==> config.mk <==
export PLATFORM = sky130hd
export DESIGN_NAME = nibble_serial_subtractor
export DESIGN_NICKNAME = d
export VERILOG_FILES = /design/src/rtl/nibble_serial_subtractor.sv
export SDC_FILE = /design/constraint.sdc
export NUM_CORES = 1
export LEC_CHECK = 0
export ABC_AREA = 1
export CORE_MARGIN = 2
export CORE_UTILIZATION = 51
export CTS_CLUSTER_DIAMETER = 100
export DETAILED_ROUTE_END_ITERATION = 6
export HOLD_SLACK_MARGIN = 0.12
export PLACE_DENSITY = 0.79
export SLEW_MARGIN = 0
export SYNTH_ARGS = -nofsm -noshare
export SYNTH_HDL_FRONTEND = slang
export SYNTH_SLANG_ARGS = --single-unit
==> constraint.sdc <==
create_clock -name clk -period 4.46 [get_ports clk]
set_clock_uncertainty 0.2 [all_clocks]
set_input_delay 0.892 -clock clk [delete_from_list [all_inputs] [get_ports clk]]
set_output_delay 0.892 -clock clk [all_outputs]
set_load 0.005 [all_outputs]
### Cells colored by class, run 1

(4 px per um)
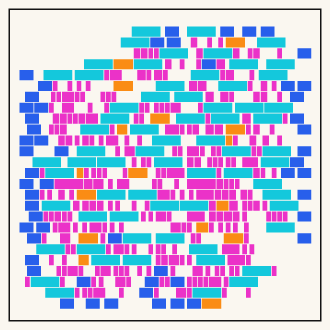
Key: orange = clock drivers and dummy loads [cells 16]; cyan = registers [cells 66]; magenta = remaining logic cells [cells 277]; blue = remaining buffers and delay cells [cells 54]
Std-Cell Rows: 26
Core Footprint: 0.00517 mm2

### Cell area per tile, run 1

(4 px per um) 8 x 8 tiles, from black (low) to pale yellow (high), 0 to 100% covered.
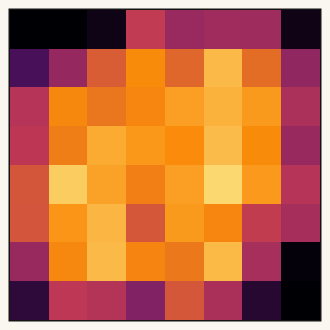
27% of the tiles are over 75% full. The densest ninth of the die: center. The fullest tile reaches 92%. 6.2% of the tiles are nearly empty.
fp_density: 53.2%
Final Util: 66.8%

### Ports around the boundary, run 1

(4 px per um) Pins as bars across the die edge, other pins in gray.
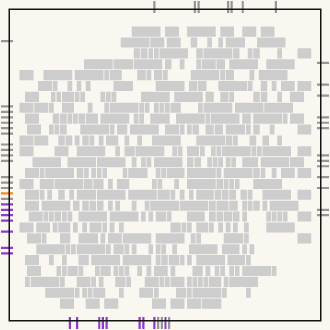
Key: orange = bin [pins 1, direction input, edge left]; purple = a_in [pins 16, direction input, edge 9 bottom, 7 left]
Port-buffer cells: 54
die height: 77.5 um

==> run summary, run 1 <==
flow finished, numbers: clkbuf count 10, Pwr Total 0.00123 W, PD cells 357 mW/mm2, final RePlAce weighted congestion 0.781, clk slew on worst S/H paths 0.07 ns, synth warn 0, Reg2Reg Depth 5, main logic family after synthesis simple AND/OR/NAND/NOR gates, Post-Route WL 5750 um, clock network area share 5.22%, top cell category flip-flops and latches, status completed, sequential power 0.000628 W, Slew Limit Fails 0, comb pwr 0.000158 W, worst slew pin tran 0.764 ns, routed wl met3 314 um, Comb area share 30.4%, Top Layer Used met4, min cycle time layout 2.78 ns, CP Max Fanout 13, Switch Pwr 0.000334 W, Flops 66, Rel. slew slack 48.8%, via density per instance 4.96, Remaining Overflow, GRT 0, Synth Register Bits 66, post-CTS setup buffer count 0, Mean Syn Cell Area 7.69 um2, XOR/XNOR Fraction of Synth Area 0.318%, DR WL/cell 11.9 um
### Routed metal, one color a layer, run 1

(4 px per um)
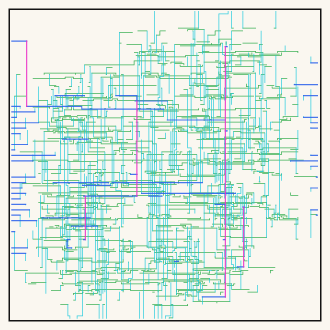

--- run 2 (diff from run 1) ---
Settings changed: CORE_UTILIZATION 51 to 46, PLACE_DENSITY 0.79 to 0.75.
Clock period 4.46 ns to 2.2 ns, I/O delays scaled along.
### Routed metal, one color a layer, run 2

(3 px per um)
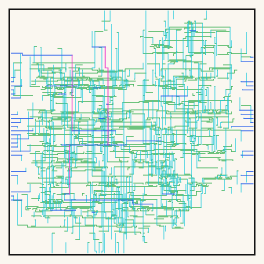
Key: magenta = M4 [wire length 75.0 um]; cyan = M2 [wire length 2710 um]; blue = M3 [wire length 272 um]; green = M1 [wire length 2650 um]
total number of vias: 2406
Post-Route WL: 5700 um
total track usage: 18.9%
DR WL/cell: 11.5 um

==> run 2 against run 1 <==
Via count is 0.38% higher. Cell count is 2.5% higher. Synthesized cell count stayed put. Clock power went up to 2.6 times the previous value. First-iteration DRC count is 54% lower. Setup slack worse by 1.4 ns.
==> run summary, run 2 <==
flow finished, numbers: status completed, final RePlAce weighted congestion 0.766, PD cells 771 mW/mm2, clock network area share 6.30%, Core Footprint 0.00585 mm2, Top Layer Used met4, Port-buffer cells 54, Comb area share 29.5%, sequential power 0.00127 W, Hold Path Depth 2, met3 usage 5.56%, Slew Limit Fails 0, CP Max Fanout 3, maxcap violations 0, comb pwr 0.000335 W, Remaining Overflow, GRT 0, main logic family after synthesis simple AND/OR/NAND/NOR gates, Nets 457, XOR/XNOR Fraction of Synth Area 0.318%, top cell category flip-flops and latches, Synth Register Bits 66, Mean Syn Cell Area 7.69 um2, Flops 66, Synth Instances 358, Reg2Reg Depth 8, routed wl met3 271 um, Switch Pwr 0.000701 W, synth warn 0, CP Buf/Inv Count 1, via density per instance 4.86, M1 GR Usage 22.9%, Final Util 60.8%, Slowest-stage cell, CP clkdlybuf4s50_1, count leader, synth nand2_1, Root Buffer clkbuf_8, Non-clk bufs 61, placed inst area 0.00333 mm2, global routing usage on met2 30.9%, min cycle time layout 1.87 ns, antenna violation net count after detailed routing 0, FFs w/ async S/R, synth 0%, die height 81.4 um, clk slew on worst S/H paths 0.07 ns, clkbuf count 9, FA/HA/MAJ Cells, Area Fraction 3.00%, worst slew pin tran 0.375 ns, post-CTS setup buffer count 0
--- run 3 (diff from run 2) ---
Settings changed: HOLD_SLACK_MARGIN 0.12 to default.
### Ports around the boundary, run 3

(4 px per um) Pins as bars across the die edge, other pins in gray.
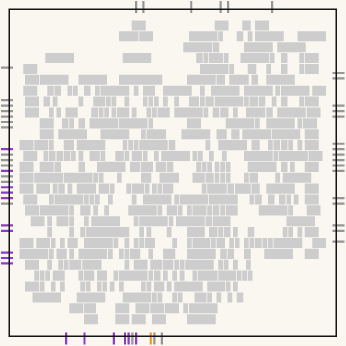
die width: 81.4 um
die height: 81.4 um

==> run 3 against run 2 <==
Routed wire length unchanged. Combinational power is essentially flat. Count of clock-buffer cells in the layout unchanged. Worst hold slack stayed put. Cell count unchanged. Critical path depth is the same. Synthesized cell count stayed put. Register-to-register slack hardly changed. Utilization stayed put. Sequential power about the same. Cell area stayed put. Critical path type unchanged.
==> run summary, run 3 <==
flow finished, numbers: status completed, CP Max Fanout 3, Pwr Total 0.00274 W, placed inst area 0.00333 mm2, clk slew on worst S/H paths 0.07 ns, Switch Pwr 0.000701 W, Rel. slew slack 75.0%, M1 GR Usage 22.9%, CP Buf/Inv Count 1, fp_density 47.1%, Remaining Overflow, GRT 0, Root Buffer clkbuf_8, Slew Limit Fails 0, count leader, synth nand2_1, via density per instance 4.86, comb pwr 0.000335 W, routed wl met3 271 um, top cell category flip-flops and latches, clkbuf count 9, Hold Path Depth 2, maxcap violations 0, total number of vias 2406, PD cells 771 mW/mm2, Core Footprint 0.00585 mm2, min cycle time layout 1.87 ns, XOR/XNOR Fraction of Synth Area 0.318%, Top Layer Used met4, post-CTS setup buffer count 0, Mean Syn Cell Area 7.69 um2, antenna violation net count after detailed routing 0
Power is estimated from default activity; no workload was simulated.
